## config.mk

```make
export PLATFORM = sky130hd
export DESIGN_NAME = mem_access_unit_flat
export DESIGN_NICKNAME = d
export VERILOG_FILES = /design/src/rtl/mem_access_unit_if.sv /design/src/rtl/mem_access_unit.sv /design/src/flat_wrapper.sv
export SDC_FILE = /design/constraint.sdc
export NUM_CORES = 1
export LEC_CHECK = 0
export ABC_AREA = 0
export CAP_MARGIN = 20
export CORE_ASPECT_RATIO = 2
export CORE_UTILIZATION = 43
export CTS_BUF_LIST = sky130_fd_sc_hd__clkbuf_8
export CTS_CLUSTER_DIAMETER = 200
export DETAILED_ROUTE_END_ITERATION = 12
export GPL_ROUTABILITY_DRIVEN = 0
export PLACE_DENSITY_LB_ADDON = 0.15
export SLEW_MARGIN = 30
export SYNTH_ARGS = -nofsm -noshare
export SYNTH_HDL_FRONTEND = slang
export SYNTH_SLANG_ARGS = --single-unit
```

## constraint.sdc

```tcl
create_clock -name CLK -period 2.5 [get_ports CLK]
set_clock_uncertainty 0.1 [all_clocks]
set_input_delay 0.25 -clock CLK [delete_from_list [all_inputs] [get_ports CLK]]
set_output_delay 0.25 -clock CLK [all_outputs]
set_load 0.02 [all_outputs]
```

## src/rtl/mem_access_unit_if.sv

```systemverilog
// mem_access_unit_if
// Purpose : valid/ready bus between the memory-stage access unit (master)
//           and a memory or peripheral slave. There is one request channel
//           and one response channel, and at most one transaction is in
//           flight at a time.
// Signals : BusReqValid/BusReqReady  request handshake
//           BusAddr                  word-aligned address
//           BusWrite                 1 = write, 0 = read
//           BusWStrb                 byte enables (0000 on reads)
//           BusWData                 lane-replicated write data
//           BusRespValid             read data / write acknowledge valid
//           BusRData                 read word
interface mem_access_unit_if;
    logic        BusReqValid;
    logic        BusReqReady;
    logic [31:0] BusAddr;
    logic        BusWrite;
    logic [3:0]  BusWStrb;
    logic [31:0] BusWData;
    logic        BusRespValid;
    logic [31:0] BusRData;

    modport master (
        output BusReqValid, BusAddr, BusWrite, BusWStrb, BusWData,
        input  BusReqReady, BusRespValid, BusRData
    );

    modport slave (
        input  BusReqValid, BusAddr, BusWrite, BusWStrb, BusWData,
        output BusReqReady, BusRespValid, BusRData
    );
endinterface

```

## src/rtl/mem_access_unit.sv

```systemverilog
// mem_access_unit
// Purpose : memory-stage bus master. It turns the load/store sitting in M
//           into one bus transaction and stalls the pipeline until the
//           response arrives. It then hands the raw read word, the byte
//           offset and funct3 to W for alignment and sign extension.
//           Misaligned accesses are flagged and never reach the bus. An
//           access with no response is aborted after TIMEOUT_CYCLES.
// Ports   : CLK, RESETn                 clock, async active-low reset
//           MemReadM, MemWriteM         M-stage load / store
//           Funct3M, AddrM, WriteDataM  access type, address, store data
//           StallM, MisalignM, BusErrM  pipeline stall, misalign, timeout
//           bus                         master side of mem_access_unit_if
//           ReadDataW, ByteOffsetW,
//           Funct3W, LoadValidW         registered W-stage load results
module mem_access_unit #(
    parameter int TIMEOUT_CYCLES = 255
) (
    input  logic              CLK,
    input  logic              RESETn,
    input  logic              MemReadM,
    input  logic              MemWriteM,
    input  logic [2:0]        Funct3M,
    input  logic [31:0]       AddrM,
    input  logic [31:0]       WriteDataM,
    output logic              StallM,
    output logic              MisalignM,
    output logic              BusErrM,
    mem_access_unit_if.master bus,
    output logic [31:0]       ReadDataW,
    output logic [1:0]        ByteOffsetW,
    output logic [2:0]        Funct3W,
    output logic              LoadValidW
);

    typedef enum logic [1:0] {
        IDLE = 2'd0,
        REQ  = 2'd1,
        RESP = 2'd2
    } state_t;

    localparam logic [7:0] LAST_COUNT = 8'(TIMEOUT_CYCLES - 1);

    state_t      r_state;
    logic [7:0]  r_count;
    logic        r_reqValid;
    logic [31:0] r_busAddr;
    logic        r_busWrite;
    logic [3:0]  r_busWStrb;
    logic [31:0] r_busWData;
    logic [31:0] r_readData;
    logic [1:0]  r_byteOffset;
    logic [2:0]  r_funct3;
    logic        r_loadValid;

    logic        w_access;
    logic        w_misalign;
    logic        w_req;
    logic [3:0]  w_strb;
    logic [31:0] w_wdata;
    logic        w_busy;
    logic        w_complete;
    logic        w_timeout;

    // Decode the access size from funct3[1:0] (bit 2 only selects signedness).
    // This block produces the alignment check, the byte lanes and the store
    // data replicated across all lanes.
    always_comb begin
        w_access   = MemReadM | MemWriteM;
        w_misalign = 1'b0;
        w_strb     = 4'b1111;
        w_wdata    = WriteDataM;
        case (Funct3M[1:0])
            2'b00: begin
                w_strb  = 4'b0001 << AddrM[1:0];
                w_wdata = {4{WriteDataM[7:0]}};
            end
            2'b01: begin
                w_misalign = AddrM[0];
                w_strb     = 4'b0011 << AddrM[1:0];
                w_wdata    = {2{WriteDataM[15:0]}};
            end
            default: begin
                w_misalign = (AddrM[1:0] != 2'b00);
            end
        endcase
        w_misalign = w_misalign & w_access;
        w_req      = w_access & ~w_misalign;
    end

    // Completion takes priority over timeout. A response that arrives in the
    // last allowed cycle still completes normally. An abort releases the
    // stall in that same cycle, so the stalled access is not reissued.
    always_comb begin
        w_busy     = (r_state == REQ) || (r_state == RESP);
        w_complete = (r_state == RESP) && bus.BusRespValid;
        w_timeout  = w_busy && (r_count == LAST_COUNT) && !w_complete;
        StallM     = RESETn & (((r_state == IDLE) & w_req) |
                               ((r_state == REQ)  & ~w_timeout) |
                               ((r_state == RESP) & ~bus.BusRespValid & ~w_timeout));
        MisalignM  = RESETn & w_misalign;
        BusErrM    = RESETn & w_timeout;
    end

    // Transaction FSM. Request fields are captured once in IDLE and held
    // until acceptance. The M-stage inputs stay frozen by the stall, so the
    // W offset and funct3 can be taken from them on the completing edge.
    always_ff @(posedge CLK or negedge RESETn) begin
        if (!RESETn) begin
            r_state      <= IDLE;
            r_count      <= 8'd0;
            r_reqValid   <= 1'b0;
            r_busAddr    <= 32'd0;
            r_busWrite   <= 1'b0;
            r_busWStrb   <= 4'd0;
            r_busWData   <= 32'd0;
            r_readData   <= 32'd0;
            r_byteOffset <= 2'd0;
            r_funct3     <= 3'd0;
            r_loadValid  <= 1'b0;
        end else begin
            r_loadValid <= 1'b0;
            case (r_state)
                IDLE: begin
                    if (w_req) begin
                        r_state    <= REQ;
                        r_count    <= 8'd0;
                        r_reqValid <= 1'b1;
                        r_busAddr  <= {AddrM[31:2], 2'b00};
                        r_busWrite <= MemWriteM;
                        r_busWStrb <= MemWriteM ? w_strb : 4'b0000;
                        r_busWData <= w_wdata;
                    end
                end
                REQ: begin
                    if (w_timeout) begin
                        r_state    <= IDLE;
                        r_reqValid <= 1'b0;
                        r_readData <= 32'd0;
                    end else begin
                        r_count <= r_count + 8'd1;
                        if (bus.BusReqReady) begin
                            r_reqValid <= 1'b0;
                            r_state    <= RESP;
                        end
                    end
                end
                RESP: begin
                    if (bus.BusRespValid) begin
                        r_state <= IDLE;
                        if (!r_busWrite) begin
                            r_readData   <= bus.BusRData;
                            r_byteOffset <= AddrM[1:0];
                            r_funct3     <= Funct3M;
                            r_loadValid  <= 1'b1;
                        end
                    end else if (w_timeout) begin
                        r_state    <= IDLE;
                        r_readData <= 32'd0;
                    end else begin
                        r_count <= r_count + 8'd1;
                    end
                end
                default: begin
                    r_state <= IDLE;
                end
            endcase
        end
    end

    assign bus.BusReqValid = r_reqValid;
    assign bus.BusAddr     = r_busAddr;
    assign bus.BusWrite    = r_busWrite;
    assign bus.BusWStrb    = r_busWStrb;
    assign bus.BusWData    = r_busWData;
    assign ReadDataW       = r_readData;
    assign ByteOffsetW     = r_byteOffset;
    assign Funct3W         = r_funct3;
    assign LoadValidW      = r_loadValid;

endmodule

```

## src/flat_wrapper.sv

```systemverilog
// flat-port wrapper written by rule: the top's interface ports become plain ports
module mem_access_unit_flat 
#(
    parameter int TIMEOUT_CYCLES = 255
)
  (CLK, RESETn, MemReadM, MemWriteM, Funct3M, AddrM, WriteDataM, StallM, MisalignM, BusErrM, ReadDataW, ByteOffsetW, Funct3W, LoadValidW, bus_BusReqValid, bus_BusAddr, bus_BusWrite, bus_BusWStrb, bus_BusWData, bus_BusReqReady, bus_BusRespValid, bus_BusRData);
  mem_access_unit_if bus_i ();
  input  logic CLK;
  input  logic RESETn;
  input  logic MemReadM;
  input  logic MemWriteM;
  input  logic [2:0] Funct3M;
  input  logic [31:0] AddrM;
  input  logic [31:0] WriteDataM;
  output logic StallM;
  output logic MisalignM;
  output logic BusErrM;
  output logic [31:0] ReadDataW;
  output logic [1:0] ByteOffsetW;
  output logic [2:0] Funct3W;
  output logic LoadValidW;
  output wire logic [$bits(bus_i.BusReqValid)-1:0] bus_BusReqValid;
  output wire logic [$bits(bus_i.BusAddr)-1:0] bus_BusAddr;
  output wire logic [$bits(bus_i.BusWrite)-1:0] bus_BusWrite;
  output wire logic [$bits(bus_i.BusWStrb)-1:0] bus_BusWStrb;
  output wire logic [$bits(bus_i.BusWData)-1:0] bus_BusWData;
  input wire logic [$bits(bus_i.BusReqReady)-1:0] bus_BusReqReady;
  input wire logic [$bits(bus_i.BusRespValid)-1:0] bus_BusRespValid;
  input wire logic [$bits(bus_i.BusRData)-1:0] bus_BusRData;
  assign bus_BusReqValid = bus_i.BusReqValid;
  assign bus_BusAddr = bus_i.BusAddr;
  assign bus_BusWrite = bus_i.BusWrite;
  assign bus_BusWStrb = bus_i.BusWStrb;
  assign bus_BusWData = bus_i.BusWData;
  assign bus_i.BusReqReady = bus_BusReqReady;
  assign bus_i.BusRespValid = bus_BusRespValid;
  assign bus_i.BusRData = bus_BusRData;
  mem_access_unit #(.TIMEOUT_CYCLES(TIMEOUT_CYCLES)) u_core (.CLK(CLK), .RESETn(RESETn), .MemReadM(MemReadM), .MemWriteM(MemWriteM), .Funct3M(Funct3M), .AddrM(AddrM), .WriteDataM(WriteDataM), .StallM(StallM), .MisalignM(MisalignM), .BusErrM(BusErrM), .bus(bus_i), .ReadDataW(ReadDataW), .ByteOffsetW(ByteOffsetW), .Funct3W(Funct3W), .LoadValidW(LoadValidW));
endmodule
```

==> impl_metrics.tcl, run 1 <==
# yosys + openroad results
set metrics [dict create \
    tritoncts_num_sinks 116 \
    leakage_nw 3.39 \
    ys_chip_area_um2 4910 \
    outcome "finished clean" \
    dp_hpwl_um 10200 \
    crit_type "flip-flop to output port" \
    synthSimpleGateAreaFrac_pct 6.53 \
    period_minus_slack_ns 2.33 \
    drt-pass1-iter-count 4 \
    worst_ep_required_time_ns 2.15 \
    die_x_um 77.6 \
    post_synthesis_adder_cell_area_fraction_pct 1.53 \
    final_area_um2 7660 \
    path_buffers 2 \
    average_cell_area_after_synthesis_um2 12.2 \
    drt_first_iter_violations 180 \
    syn2layout_area_growth_pct 56.0 \
    arrival_time_at_the_worst_endpoint_ns 1.98 \
    cts-buffers-inserted 17 \
    post-synth-top-count-cell "sky130_fd_sc_hd__dfrtp_1" \
    routed_vias_inst 5.16 \
    crit_fanout 4 \
    dieHeight_um 153 \
    route.antenna.remaining_nets 0 \
    dpl-instance-area_um2 7260 \
    yosys.area.top_type_share_pct 59.1 \
    worstSetupStartpointType "flip-flop" \
    share_of_layout_cells_above_drive_strength_1_pct 9.63 \
    grt_use_met3_pct 6.09 \
    grt_util_met1_pct 25.9 \
    detail_route.drc_violations 0 \
    ys_seq_share_pct 59.1 \
    fraction_of_registers_with_async_set_or_reset_after_synthesis_pct 100 \
    top_layer "met4" \
    grt.busiest_layer "met2" \
    synthTopCellsByCount "sky130_fd_sc_hd__dfrtp_1 (116), sky130_fd_sc_hd__mux2_1 (42), sky130_fd_sc_hd__nand2_1 (35)" \
    stage_log_warnings 30 \
    yosysTopAreaCell "sky130_fd_sc_hd__dfrtp_1" \
    timing.rr.end "u_core.r_count[6]" \
    synth-warning-count 0 \
    use_met2_pct 44.1 \
    wl_met1_um 4900 \
    clock_path_buffers 2 \
    fp_util_pct 44.6 \
    crit_path_end_kind "output port" \
    core_region_area_um2 11000 \
    totalNegativeSetupSlack_ns 0 \
    place_ws_ns 0.109 \
    core.rowCount 54 \
    synth.area.top_cells "sky130_fd_sc_hd__dfrtp_1 (59%), sky130_fd_sc_hd__mux2_1 (9.6%), sky130_fd_sc_hd__a22o_1 (5.9%)" \
]
[run 1: report_power, final]
group          switching (mW)  internal, mW  leakage [nW]  total [mW]
clock network           0.816         0.819         0.178        1.63
registers               0.480          2.74          1.44        3.22
logic                    2.28          2.26          1.76        4.54
[run 1: sequential cells by signal, summed over array words and instances (netlist names)]
name	flops
u_core.ByteOffsetW	2
u_core.Funct3W	3
u_core.LoadValidW	1
u_core.ReadDataW	32
u_core.bus.BusAddr	30
u_core.bus.BusReqValid	1
u_core.bus.BusWData	32
u_core.bus.BusWStrb	4
u_core.bus.BusWrite	1
u_core.r_count	8
u_core.r_state	2
[run 1: cell type report]
cell class,count,share of cell area [%]
Multi-Input combinational cell,255,24.5
Antenna cell,1,0.0327
Inverter,7,0.343
Sequential cell,116,37.9
Timing Repair Buffer,234,30.0
Tap cell,140,2.29
Clock buffer,18,3.23
Clock inverter,14,1.70
[run 1: worst min-delay path by stage]
| stage | from | end |
|---|---|---|
| 2_1_floorplan | RESETn | u_core.ByteOffsetW[0] |
| 3_3_place_gp | RESETn | u_core.bus.BusWData[12] |
| 3_5_place_dp | RESETn | u_core.bus.BusWData[12] |
| 4_1_cts | RESETn | u_core.bus.BusWData[4] |
| 5_1_grt | RESETn | u_core.bus.BusWData[12] |
| 6_report | RESETn | u_core.bus.BusWData[12] |
[run 1: repair_timing]
action                                  CTS  global route
hold buffers                              1             0
endpoints found under the hold margin    58             0
buffers inserted                          2             0
gates resized                             7             3
endpoints found under the setup margin    2             2
[run 1: logic make-up after synthesis]
group / after synthesis
adders and majority gates: 6
and+or+nand+nor: 71
other: 1
AOI/OAI and AO/OA: 108
DFF: 116
muxes: 68
buffers and inverters: 32
[run 1: stage by stage]
step / instances / total power, mW
2_1_floorplan: 403 / 5.43
3_3_place_gp: 749 / 7.67
3_5_place_dp: 749 / 7.80
4_1_cts: 784 / 9.49
5_1_grt: 785 / 9.91
6_report: 785 / 9.40
[run 1: cell usage in the layout, fill, tap and decap left out, types with 2 or more instances in the layout]
cell	n
sky130_fd_sc_hd__o31ai_1	10
sky130_fd_sc_hd__mux2i_1	25
sky130_fd_sc_hd__nor2b_1	2
sky130_fd_sc_hd__mux2_1	42
sky130_fd_sc_hd__clkinv_2	2
sky130_fd_sc_hd__o21ai_1	34
sky130_fd_sc_hd__nand2b_1	2
sky130_fd_sc_hd__buf_4	21
sky130_fd_sc_hd__a31oi_1	2
sky130_fd_sc_hd__and3_1	3
sky130_fd_sc_hd__and2_1	2
sky130_fd_sc_hd__and4_4	2
sky130_fd_sc_hd__clkbuf_8	18
sky130_fd_sc_hd__clkinvlp_4	5
sky130_fd_sc_hd__o21ai_0	7
sky130_fd_sc_hd__o41ai_1	2
sky130_fd_sc_hd__nand3_1	5
sky130_fd_sc_hd__inv_6	3
sky130_fd_sc_hd__nor2_1	14
sky130_fd_sc_hd__clkinv_4	3
sky130_fd_sc_hd__a22o_1	33
sky130_fd_sc_hd__conb_1	2
sky130_fd_sc_hd__clkdlybuf4s50_1	210
sky130_fd_sc_hd__dfrtp_1	116
sky130_fd_sc_hd__nand2_1	35
sky130_fd_sc_hd__ha_1	6
sky130_fd_sc_hd__a21oi_1	14
sky130_fd_sc_hd__inv_1	7
==> run_1/io_placement.png <==
Scale: 4 px per um. Pins as bars across the die edge, other pins in gray.
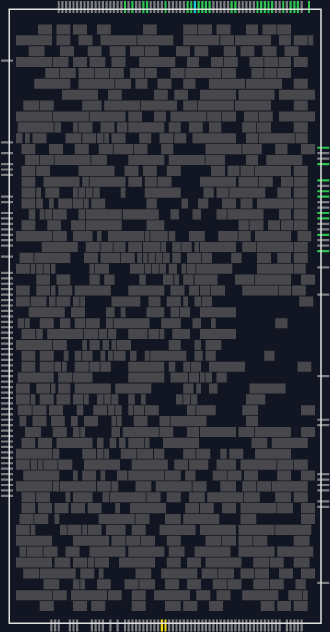
port	color	pins	direction	edge
BusErrM	cyan	1	output	top
ReadDataW	green	32	output	23 top, 9 right
ByteOffsetW	yellow	2	output	bottom
all pins by edge	68 top, 60 bottom, 58 left, 30 right

==> run_1/placement.png <==
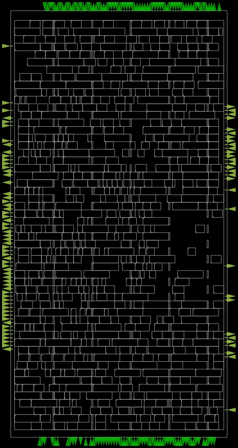
final core utilization: 69.5%
count of placed standard cells in the final layout, fillers left out: 785
flip-flops: 116
Tap Count: 140

==> run_1/wires.png <==
Scale: 2 px per um. Two of the layers only.
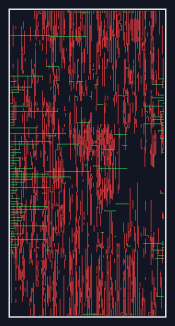
layer	color	wire length
metal 3	green	681 um
metal 2	red	7,520 um
aggregate global-route resource usage: 25.2%
wire per inst: 17.7 um
via count: 4,048
Post-Route WL: 13,900 um

==> run_1/layer_met2.png <==
Scale: 4 px per um.
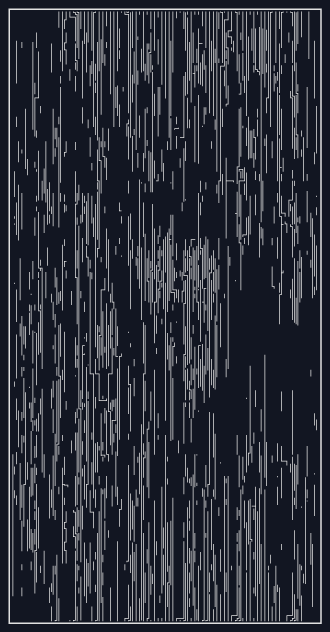

==> run 2, diff against run 1 <==
- REMOVE_ABC_BUFFERS: not set -> 1
==> run_2/layer_met2.png <==
Scale: 4 px per um.
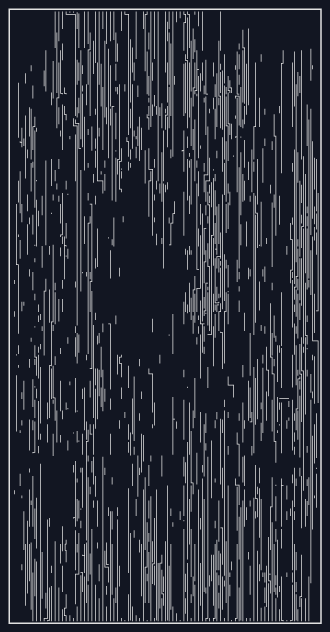
wire length on this layer	7,370 um
main direction	vertical
share of all routed wire	54%

==> impl_metrics.tcl, run 2 <==
# yosys + openroad results
set metrics [dict create \
    drt_first_iter_violations 142 \
    count_of_placed_standard_cells_in_the_final_layout_fillers_left_out 780 \
    dr_total_vias 4085 \
    outcome "finished clean" \
    clock_path_buffers 2 \
    core.rowCount 54 \
    worst_ep_required_time_ns 2.15 \
    antennaDiodeCount 0 \
    grt_use_met3_pct 7.40 \
    synth.area.top_cells "sky130_fd_sc_hd__dfrtp_1 (59%), sky130_fd_sc_hd__mux2_1 (9.6%), sky130_fd_sc_hd__a22o_1 (5.9%)" \
    placed_cells_incl_taps 745 \
    drt-total-wl_um 13700 \
    yosys.area.top_type_share_pct 59.1 \
    path_buffers 2 \
    average_cell_area_after_synthesis_um2 12.2 \
    synthSimpleGateAreaFrac_pct 6.53 \
    post-synth-top-count-cell "sky130_fd_sc_hd__dfrtp_1" \
    fp_util_pct 44.6 \
    dp_hpwl_um 10300 \
    grt_util_met1_pct 23.8 \
    routed_vias_inst 5.24 \
    synthTopCellsByCount "sky130_fd_sc_hd__dfrtp_1 (116), sky130_fd_sc_hd__mux2_1 (42), sky130_fd_sc_hd__nand2_1 (35)" \
    drt-pass1-iter-count 4 \
    grt.busiest_layer "met2" \
    mostFrequentLayoutCells "sky130_fd_sc_hd__clkdlybuf4s50_1 (210), sky130_fd_sc_hd__dfrtp_1 (116), sky130_fd_sc_hd__mux2_1 (42), sky130_fd_sc_hd__nand2_1 (35), sky130_fd_sc_hd__o21ai_1 (34)" \
    route.antenna.remaining_nets 0 \
    crit_type "flip-flop to output port" \
    stage_log_warnings 29 \
    utilization_pct 68.8 \
    drt-wirelength-per-cell_um 17.6 \
    tritoncts_num_sinks 116 \
]
## run 2: cell counts after synthesis
Identical to the previous run, type by type.
## run 2: area by class of cell
type	instances	area, um^2	area share, %
flip-flops and latches	116	2900	38.3
clock inverters	14	90.1	1.19
inverters	7	26.3	0.347
well taps	140	175	2.31
clock buffers	18	248	3.27
multi-input cells	255	1870	24.7
repair buffers	230	2260	29.8
## run 2: logic make-up after synthesis
kind of cell | after synthesis
AND-OR/OR-AND | 108
other | 1
multiplexers | 68
adder cells (fa/ha/maj) | 6
AND/OR/NAND/NOR | 71
flip-flops | 116
buffers and inverters | 32
## run 2: worst paths after layout
path | startpoint | to | slack, ns | cells after the start
worst max register to register | u_core.r_state[1] | u_core.r_count[6] | 0.35 | 6
worst min-delay path | RESETn | u_core.LoadValidW | 0.16 | 2
min in group CLK | AddrM[10] | u_core.bus.BusAddr[10] | 0.31 | 2
worst max-delay path | u_core.r_state[0] | StallM | 0.17 | 7
max in group asynchronous | RESETn | u_core.bus.BusAddr[26] | 1.11 | 3
worst min register to register | u_core.bus.BusWData[12] | u_core.bus.BusWData[12] | 0.39 | 2
## run 2: power by group
part | switching, mW | internal (mW) | leakage [nW]
sequential | 0.468 | 2.74 | 1.44
clock | 0.759 | 0.696 | 0.166
combinational | 2.30 | 2.25 | 1.74
## run 2: metrics by stage
| stage | area [um^2] | setup WS, ns | power [mW] | setup TNS (ns) | hold WS, ns |
|---|---|---|---|---|---|
| floorplan | 4800 | -1.98 | 5.40 | -156.23 | -0.146 |
| global placement | 7230 | 0.134 | 7.71 | 0 | 0.00228 |
| detailed placement | 7230 | 0.0693 | 7.81 | 0 | 0.00263 |
| CTS | 7590 | 0.0419 | 9.33 | 0 | 0.161 |
| global route | 7580 | 0.0579 | 9.72 | 0 | 0.158 |
| finish | 7580 | 0.173 | 9.22 | 0 | 0.164 |
## run 2: what timing repair did
action                                  CTS  global route
buffers inserted                          2             0
endpoints found under the setup margin    2             2
resized                                   5             2
hold endpoints to repair                 50             0
hold buffers                              1             0
## run 2: metal layers
layer / share of wire, % / wire [um]
met3: 6.3 / 859
met4: 6.0 / 815
met5: 0 / 0
met2: 54 / 7370
met1: 34 / 4650
## run 2: worst reg2reg max path: stages, from the launching register on
cell	delay, ns
sky130_fd_sc_hd__dfrtp_1	0.39
sky130_fd_sc_hd__buf_4	0.15
sky130_fd_sc_hd__ha_1	0.21
sky130_fd_sc_hd__a21oi_1	0.21
sky130_fd_sc_hd__a21bo_1	0.24
sky130_fd_sc_hd__or3_1	0.45
sky130_fd_sc_hd__o41ai_2	0.30
==> run 3, diff against run 2 <==
- ABC_CLOCK_PERIOD_IN_PS: not set -> 2500
==> run_3/io_fan.png <==
Scale: 2 px per um.
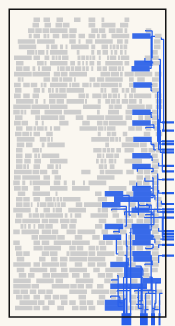
port	color	bits	direction	end cells	buffers	wire
ReadDataW	blue	32	output	32	32	922 um

==> impl_metrics.tcl, run 3 <==
# yosys + openroad results
set metrics [dict create \
    route.antenna.remaining_nets 0 \
    synthTopCellsByCount "sky130_fd_sc_hd__dfrtp_1 (116), sky130_fd_sc_hd__mux2_1 (42), sky130_fd_sc_hd__nand2_1 (35)" \
    yosysTopAreaCell "sky130_fd_sc_hd__dfrtp_1" \
    final_ws_setup_ns 0.173 \
    worstSetupStartpointType "flip-flop" \
    placed_cells_incl_taps 745 \
    syn2layout_area_growth_pct 54.4 \
    fp_util_pct 44.6 \
    core.rowCount 54 \
    share_of_layout_cells_above_drive_strength_1_pct 8.91 \
    layout.cells.most_common "sky130_fd_sc_hd__clkdlybuf4s50_1" \
    crit_fanout 4 \
    count_of_placed_standard_cells_in_the_final_layout_fillers_left_out 780 \
    dp_hpwl_um 10300 \
    period_minus_slack_ns 2.33 \
    layout.area.comb_um2 1870 \
    worst_r2r_startpoint "u_core.r_state[1]" \
    synth-warning-count 0 \
    yosys.area.top_type_share_pct 59.1 \
    crit_path_end_kind "output port" \
    dieHeight_um 153 \
    routed_vias_inst 5.24 \
    stage_log_warnings 29 \
    worst_ep_required_time_ns 2.15 \
    drt_first_iter_violations 142 \
    outcome "finished clean" \
    average_cell_area_after_synthesis_um2 12.2 \
    crit_start "u_core.r_state[0]" \
    fraction_of_registers_with_async_set_or_reset_after_synthesis_pct 100 \
    final_area_um2 7580 \
    drt-total-wl_um 13700 \
    antennaDiodeCount 0 \
    fin_worst_hold_slack_ns 0.164 \
    ys_seq_share_pct 59.1 \
    synth.area.top_cells "sky130_fd_sc_hd__dfrtp_1 (59%), sky130_fd_sc_hd__mux2_1 (9.6%), sky130_fd_sc_hd__a22o_1 (5.9%)" \
    tritoncts_num_sinks 116 \
]
run 3: cell counts after synthesis:
Identical to the previous run, type by type.
run 3: timing repair:
action | CTS | global route
gates cloned | 0 | 0
setup buffers | 2 | 0
resized | 5 | 2
endpoints found under the hold margin | 50 | 0
endpoints found under the setup margin | 2 | 2
pin swaps | 0 | 0
hold buffers | 1 | 0
run 3: where the power goes:
part | internal (mW) | switching, mW
sequential | 2.74 | 0.468
clock | 0.696 | 0.759
combinational | 2.25 | 2.30
total | 5.69 | 3.53
run 3: logic make-up (layout without fill, tap and decap cells):
| logic type | after synthesis | count (layout) | synth area share, % |
|---|---|---|---|
| buf+inv | 32 | 269 | 2.91 |
| simple gates | 71 | 71 | 6.53 |
| other cells | 1 | 2 | 0.0764 |
| mux | 68 | 68 | 15.0 |
| flops | 116 | 116 | 59.1 |
| compound gates | 108 | 108 | 14.9 |
| fa+ha+maj | 6 | 6 | 1.53 |
run 3: layer usage:
layer / GRT usage (%) / part of all wire, % / up-vias / wire (um)
li1: - / - / 1899 / -
met1: 23.8 / 34 / 1978 / 4650
met2: 42.8 / 54 / 159 / 7370
met3: 7.40 / 6.3 / 49 / 859
met4: 16.0 / 6.0 / 0 / 815
met5: 0 / 0 / - / 0
run 3: through the flow:
step / TNS, ns / total power [mW]
after CTS: 0 / 9.33
after floorplan: -156.23 / 5.40
after detailed placement: 0 / 7.81
final: 0 / 9.22
after global routing: 0 / 9.72
after global placement: 0 / 7.71
run 3: cell type report:
class | instances | share of cell area, %
clock buffers | 18 | 3.27
clock inverters | 14 | 1.19
inverters | 7 | 0.347
multi-input cells | 255 | 24.7
flip-flops and latches | 116 | 38.3
well taps | 140 | 2.31
repair buffers | 230 | 29.8
run 3: critical path, cell delays in order (launching register included):
cell and delay (ns):
sky130_fd_sc_hd__dfrtp_1 0.35, sky130_fd_sc_hd__inv_1 0.06, sky130_fd_sc_hd__ha_1 0.34, sky130_fd_sc_hd__and4_4 0.22
sky130_fd_sc_hd__nand3_1 0.14, sky130_fd_sc_hd__o21ai_0 0.11, sky130_fd_sc_hd__a21boi_1 0.15, sky130_fd_sc_hd__buf_2 0.18
run 3: worst paths after layout:
kind | to | slack [ns] | cells after the start
setup / recovery | StallM | 0.17 | 7
hold / removal | u_core.LoadValidW | 0.16 | 2
setup reg to reg | u_core.r_count[6] | 0.35 | 6
hold reg to reg | u_core.bus.BusWData[12] | 0.39 | 2
max in group asynchronous | u_core.bus.BusAddr[26] | 1.11 | 3
min in group CLK | u_core.bus.BusAddr[10] | 0.31 | 2
Power and IR drop assume default switching activity.
